File: src/rtl/c17_bist_tpg.sv
// c17_bist_tpg: LFSR test pattern generator for the ISCAS c17 benchmark.
// Ports: clk, rst (sync, active-high), start, hold in; N1,N2,N3,N6,N7,
//   pat_valid, pat_idx[5:0], busy, done out.
module c17_bist_tpg #(
  parameter int         NUM_PAT  = 31,
  parameter logic [4:0] SEED     = 5'b00001,
  parameter bit         ZERO_PAT = 1'b1
) (
  input  logic       clk,
  input  logic       rst,
  input  logic       start,
  input  logic       hold,
  output logic       N1,
  output logic       N2,
  output logic       N3,
  output logic       N6,
  output logic       N7,
  output logic       pat_valid,
  output logic [5:0] pat_idx,
  output logic       busy,
  output logic       done
);

  if (SEED == 5'd0 || NUM_PAT < 1 || NUM_PAT > 31) begin : g_bad_param
    $error("c17_bist_tpg: SEED must be nonzero, NUM_PAT in 1..31");
  end

  localparam int LEN = NUM_PAT + (ZERO_PAT ? 1 : 0);
  localparam logic [5:0] LAST = 6'(LEN - 1);
  localparam logic [5:0] NP6  = 6'(NUM_PAT);

  typedef enum logic [1:0] {
    IDLE,
    RUN,
    DONE
  } state_t;

  state_t     state_q, state_d;
  logic [4:0] s_q, s_d;
  logic [5:0] idx_q, idx_d;
  logic [4:0] lfsr_nxt;
  logic [4:0] pat;
  logic       run;

  assign lfsr_nxt = {s_q[3:0], s_q[4] ^ s_q[2]};

  always_comb begin
    state_d = state_q;
    s_d     = s_q;
    idx_d   = idx_q;
    unique case (state_q)
      IDLE: begin
        if (start) begin
          state_d = RUN;
          s_d     = SEED;
          idx_d   = 6'd0;
        end
      end
      RUN: begin
        if (!hold) begin
          if (idx_q == LAST) begin
            state_d = DONE;
          end else begin
            s_d   = lfsr_nxt;
            idx_d = idx_q + 6'd1;
          end
        end
      end
      DONE: state_d = IDLE;
      default: state_d = IDLE;
    endcase
  end

  always_ff @(posedge clk) begin
    if (rst) begin
      state_q <= IDLE;
      s_q     <= SEED;
      idx_q   <= 6'd0;
    end else begin
      state_q <= state_d;
      s_q     <= s_d;
      idx_q   <= idx_d;
    end
  end

  // Past the LFSR patterns the register keeps shifting, so mask it:
  // that slot is the appended all-zero pattern.
  assign run = (state_q == RUN);
  assign pat = (run && idx_q < NP6) ? s_q : 5'd0;

  assign N1 = pat[4];
  assign N2 = pat[3];
  assign N3 = pat[2];
  assign N6 = pat[1];
  assign N7 = pat[0];

  assign pat_valid = run && !hold;
  assign pat_idx   = run ? idx_q : 6'd0;
  assign busy      = run;
  assign done      = (state_q == DONE);

endmodule

File: config.mk
export PLATFORM = sky130hd
export DESIGN_NAME = c17_bist_tpg
export DESIGN_NICKNAME = d
export VERILOG_FILES = /design/src/rtl/c17_bist_tpg.sv
export SDC_FILE = /design/constraint.sdc
export NUM_CORES = 1
export LEC_CHECK = 0
export CAP_MARGIN = 20
export CORE_MARGIN = 2
export CORE_UTILIZATION = 39
export DETAILED_ROUTE_END_ITERATION = 8
export GPL_TIMING_DRIVEN = 0
export PLACE_DENSITY = 0.66
export RECOVER_POWER = 25
export SLEW_MARGIN = 25
export SYNTH_ARGS = -nofsm -noshare
export SYNTH_HDL_FRONTEND = slang
export SYNTH_SLANG_ARGS = --single-unit
export TNS_END_PERCENT = 30
File: constraint.sdc
create_clock -name clk -period 4.6 [get_ports clk]
set_input_delay 0.46 -clock clk [delete_from_list [all_inputs] [get_ports clk]]
set_output_delay 0.46 -clock clk [all_outputs]
set_load 0.01 [all_outputs]
==> run_1/gates.png <==
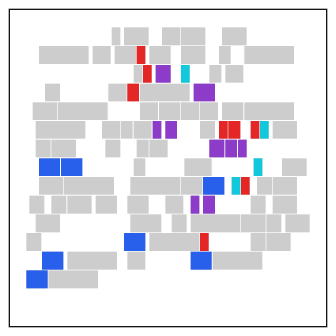
red -> nor cells  # cells 8
cyan -> inv cells  # cells 4, where middle right
purple -> nand cells  # cells 9
blue -> non-inverting ao/oa cells  # cells 7
most numerous logic cell after layout: clkdlybuf4s50_1
multi-input combinational area share: 43.9%
fin cells: 114

==> run_1/ff_map.png <==
Other cells in gray.
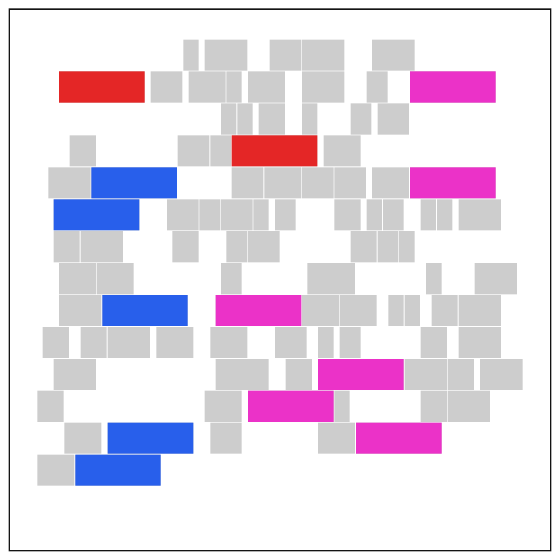
blue -> `s_q`  # flops 5
red -> `state_q`  # flops 2
magenta -> `idx_q`  # flops 6

==> results.txt, run 1 <==
vias in the first global route = 564
Total GRT Usage = 16.4%
chip area = 2120 µm²
CTS max path bufs = 2
Setup Fix Bufs, Post-CTS = 0
Post-DP HPWL = 1.12 mm
Post-synth EDFFs = 0
comb area leader = simple AND/OR/NAND/NOR gates
Worst Clk Skew = 0.00208 ns
Pwr Density = 245 nW/µm²
area grow syn2layout = 28.0%
largest net degree at the start of global routing = 11
max FFs per register = 6
Compound Share, Synth = 26.0%
Worst Setup SP = idx_q[0]$_SDFFE_PP0P_
Crit-path slowest cell = clkdlybuf4s50_1
Buf/Inv on CP = 1
Port Buffer Count = 16
fp_density = 40.7%
end point of the critical path = N6
Post-Place Cells = 110
Critical Path End Type = output port
Yosys warnings = 0
R2R cell count = 5
Seq pwr share = 54.3%
family with the most delay on the worst path = buffers and inverters
seq pwr = 0.117 mW
Total Power = 0.216 mW
Top cells excl fill/tap = clkdlybuf4s50_1, dfxtp_1, and2_1
GRT overflow = 0
Yosys reg bits = 13
WHS Path Cells = 1
Slew HR = 34.5%
number of nets at floorplan = 82
Ant. Diodes = 0
Hold Fails Final Rpt = 0
dominant cell type by area after synthesis = dfxtp_1
status = completed
Initial DRC Count = 22
Avg WL per Cell = 13.4 µm
Die Ht = 46.0 µm
instance area at placement = 870 µm²
Chip Area, Yosys = 688 µm²
period utilization = 63.1%
Lkg Pwr = 0.339 nW
==> run_1/m2.png <==
Cells faint in the background.
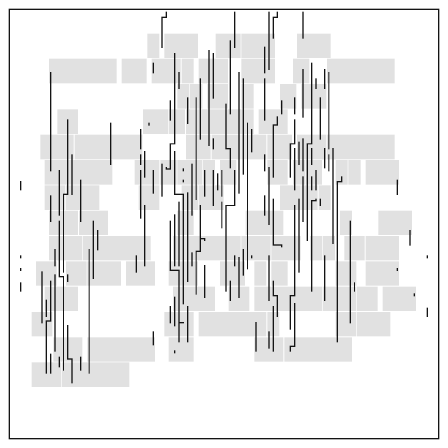
main direction = vertical
longest straight run = 17.2 µm

==> run 1: layout make-up <==
class	count	area, µm²
timing repair buffer	16	160
sequential	13	260
buffer	2	11.3
tap	17	21.3
multi-input combinational	58	387
inverter	4	15.0
fill	172	808
clock buffer	4	26.3
==> run 1: cell families after synthesis <==
| kind of cell | after synthesis |
|---|---|
| fa+ha+maj | 1 |
| flops | 13 |
| simple gates | 34 |
| buf+inv | 6 |
| xor+xnor | 1 |
| compound gates | 22 |
==> run 1: layer usage <==
layer | part of all wire (%) | up-vias | track usage, %
met2 | 40 | 19 | 22.8
met4 | 2.4 | 0 | 6.86
li1 | - | 325 | -
met1 | 53 | 296 | 24.6
met5 | 0 | - | 0
met3 | 4.4 | 5 | 2.38
==> run_1/m3.png <==
The bar under the picture is 10 µm long.
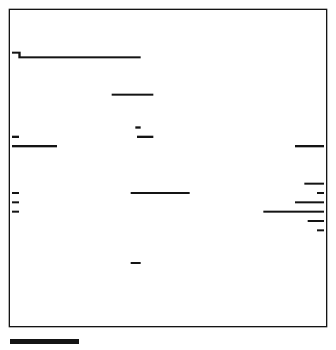

--- run 2 (diff from run 1) ---
Settings changed: PLACE_DENSITY 0.66 to 0.69.
Clock period 4.6 ns to 2.6 ns, I/O delays scaled along.
==> run_2/m3.png <==
The bar under the picture is 10 µm long.
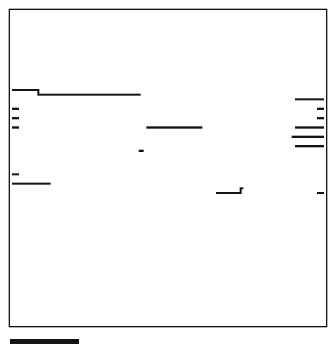
main direction = horizontal
nets with wire on the layer = 15
share of all routed wire = 3.8%
wire length on this layer = 57.7 µm
longest straight run = 14.7 µm
Vias: 630
met3 Usage GRT: 5.95%
Routed WL: 1.50 mm

==> run_2/gates.png <==
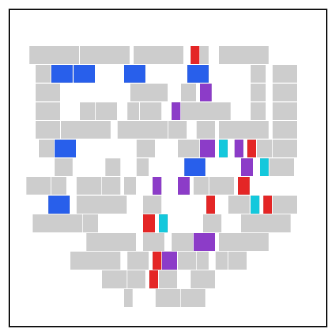
cyan -> inv cells  # cells 4, where middle right
blue -> non-inverting ao/oa cells  # cells 7
purple -> nand cells  # cells 9, where center
red -> nor cells  # cells 8

==> run_2/ff_map.png <==
Other cells in gray.
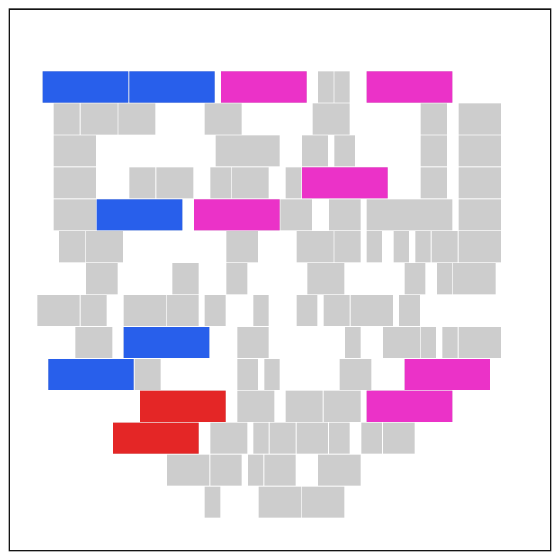
red -> `state_q`  # flops 2
magenta -> `idx_q`  # flops 6
blue -> `s_q`  # flops 5

==> run 2 against run 1 <==
Effect of this change: global-route usage increased by 0.35 points; critical path type unchanged; sequential cell count unchanged; synthesized cell count unchanged; clock power increased by 74%; worst setup slack got worse by 1.5 ns.
==> results.txt, run 2 <==
WHS Path Cells = 2 (+1)
Total Power = 0.382 mW (+77%)
Worst Setup SP = idx_q[0]$_SDFFE_PP0P_
Initial DRC Count = 13 (-41%)
comb area leader = simple AND/OR/NAND/NOR gates
Crit-path slowest cell = clkdlybuf4s50_1
number of nets at floorplan = 82 (unchanged)
Yosys warnings = 0 (unchanged)
Post-synth EDFFs = 0 (unchanged)
Total GRT Usage = 16.7% (+0.35 points)
most numerous logic cell after layout = clkdlybuf4s50_1
Pwr Density = 427 nW/µm² (+74%)
Slew HR = 32.1% (-2.5 points)
Port Buffer Count = 16 (unchanged)
R2R cell count = 5 (unchanged)
status = completed
CTS max path bufs = 2 (unchanged)
Post-DP HPWL = 1.09 mm (-3.1%)
Buf/Inv on CP = 1 (unchanged)
seq pwr = 0.207 mW (+77%)
largest net degree at the start of global routing = 11 (unchanged)
Yosys reg bits = 13 (unchanged)
chip area = 2120 µm² (unchanged)
max FFs per register = 6 (unchanged)
Die Ht = 46.0 µm (unchanged)
Avg WL per Cell = 13.2 µm (-1.8%)
period utilization = 93.4%
Hold Fails Final Rpt = 0 (unchanged)
area grow syn2layout = 30.0%
Fillers = 176 (+2.3%)
Seq pwr share = 54.3% (about the same)
GRT overflow = 0 (unchanged)
vias in the first global route = 596 (+5.7%)
Post-Place Cells = 110 (unchanged)
Ant. Diodes = 0 (unchanged)
[run 2: cell counts after synthesis]
Identical to the previous run, type by type.
[run 2: final cells by class]
cell class	count	area, µm²	area share, %
multi-input cells	58	400	44.8
flip-flops and latches	13	260	29.1
repair buffers	16	160	17.9
clock buffers	4	26.3	2.94
well taps	17	21.3	2.38
inverters	4	15.0	1.68
plain buffers	2	11.3	1.26
[run 2: metal layers]
| metal | global-route usage [%] | up-vias | routed length (µm) | part of all wire [%] |
|---|---|---|---|---|
| met2 | 26.1 | 17 | 670 | 45 |
| met3 | 5.95 | 2 | 57 | 3.8 |
| met5 | 0 | - | 0 | 0 |
| li1 | - | 327 | - | - |
| met4 | 4.57 | 0 | 8 | 0.53 |
| met1 | 21.6 | 284 | 765 | 51 |
--- run 3 (diff from run 2) ---
Clock period 2.6 ns to 2.2 ns, I/O delays scaled along.
==> run 3 against run 2 <==
Effect of this change: register-to-register slack got worse by 0.05 ns; die area did not move; count of clock-buffer cells in the layout did not move; global-route usage rose by 0.32 points; routed wire length rose by 1.7%; first-iteration DRC count fell by 54%; non-clock buffer count did not move.
==> results.txt, run 3 <==
Avg WL per Cell = 13.4 µm (+1.7%)
Die Ht = 46.0 µm (unchanged)
Vias = 626 (-0.63%)
Hold Fails Final Rpt = 0 (unchanged)
Comb gates = 58 (unchanged)
number of nets at floorplan = 82 (unchanged)
gr busiest metal = met2
area occupied by multi-input gates = 418 µm² (+4.4%)
Repair and plain buffers = 18 (unchanged)
period utilization = 93.9%
Worst Setup SP = state_q[0]$_SDFFE_PP0P_
Total Power = 0.453 mW (+18%)
Crit-path slowest cell = clkdlybuf4s50_1
Pwr Density = 498 nW/µm² (+17%)
Ant. Diodes = 0 (unchanged)
flop count = 13 (unchanged)
Metal-1 WL = 720 µm (-5.9%)
GRT overflow = 0 (unchanged)
Layout clock buffers = 4 (unchanged)
Top Layer Used = met3
Buf/Inv on CP = 3 (+2)
status = completed
CTS max path bufs = 2 (unchanged)
Yosys warnings = 0 (unchanged)
tap cells = 17 (unchanged)
Post-synth EDFFs = 0 (unchanged)
Yosys reg bits = 13 (unchanged)
Slew HR = 60.1% (+28 points)
grt met2 use = 28.3% (+2.2 points)
vias in the first global route = 580 (-2.7%)
-- run 3: cell families (layout without fill, tap and decap cells) --
logic type               after synthesis  count (layout)  share of synthesized area [%]
buffers and inverters                  6              26                           3.82
AND/OR/NAND/NOR                       34              34                           29.3
XOR/XNOR                               1               1                           1.27
adder cells (fa/ha/maj)                1               1                           1.82
AND-OR/OR-AND                         22              22                           26.0
flip-flops                            13              13                           37.8
-- run 3: power by group through the flow --
stage	Sequential, mW	Clock (mW)	Combinational (mW)
after floorplan	0.249	0	0.0378
after global placement	0.251	0	0.0589
after detailed placement	0.251	0	0.0595
after CTS	0.246	0.152	0.0609
after global routing	0.247	0.159	0.0664
final	0.246	0.147	0.0597
-- run 3: repair_timing --
item / 4_1_cts / 5_1_grt
gates resized: 11 / 0
hold endpoints to repair: 0 / 0
endpoints found under the setup margin: 5 / 0
==> run_3/gates.png <==
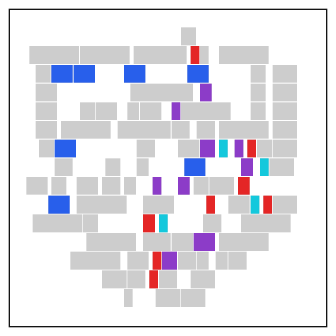
blue -> non-inverting ao/oa cells  # cells 7
purple -> nand cells  # cells 9, where center
red -> nor cells  # cells 8
cyan -> inv cells  # cells 4, where middle right

==> run_3/ff_map.png <==
Other cells in gray.
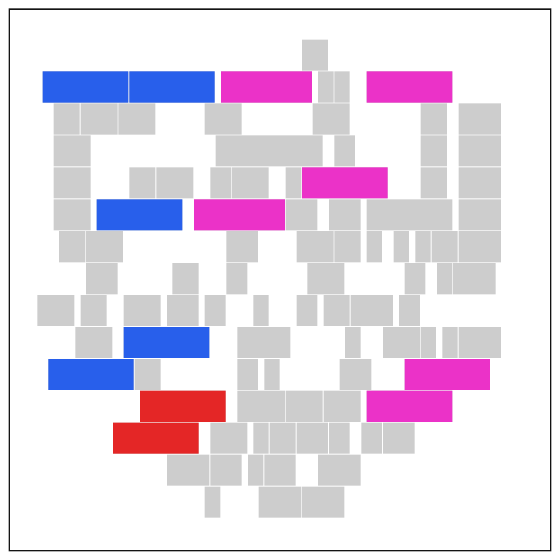
blue -> `s_q`  # flops 5
red -> `state_q`  # flops 2
magenta -> `idx_q`  # flops 6
flop share of the area: 28.9%
Final Core Density: 53.8%
sequential cell area: 263 µm²
seq pwr: 0.246 mW

==> run_3/m2.png <==
Cells faint in the background.
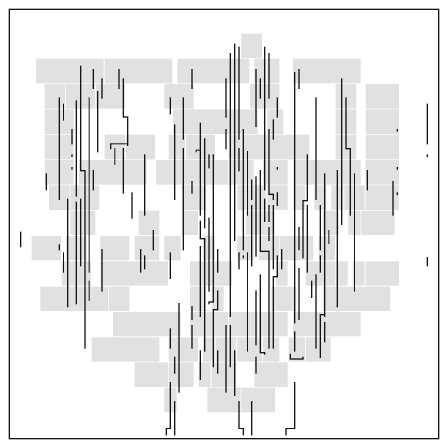
longest straight run = 28.2 µm
share of all routed wire = 48%

No activity file was given, so power comes from the tool's default toggle rates.
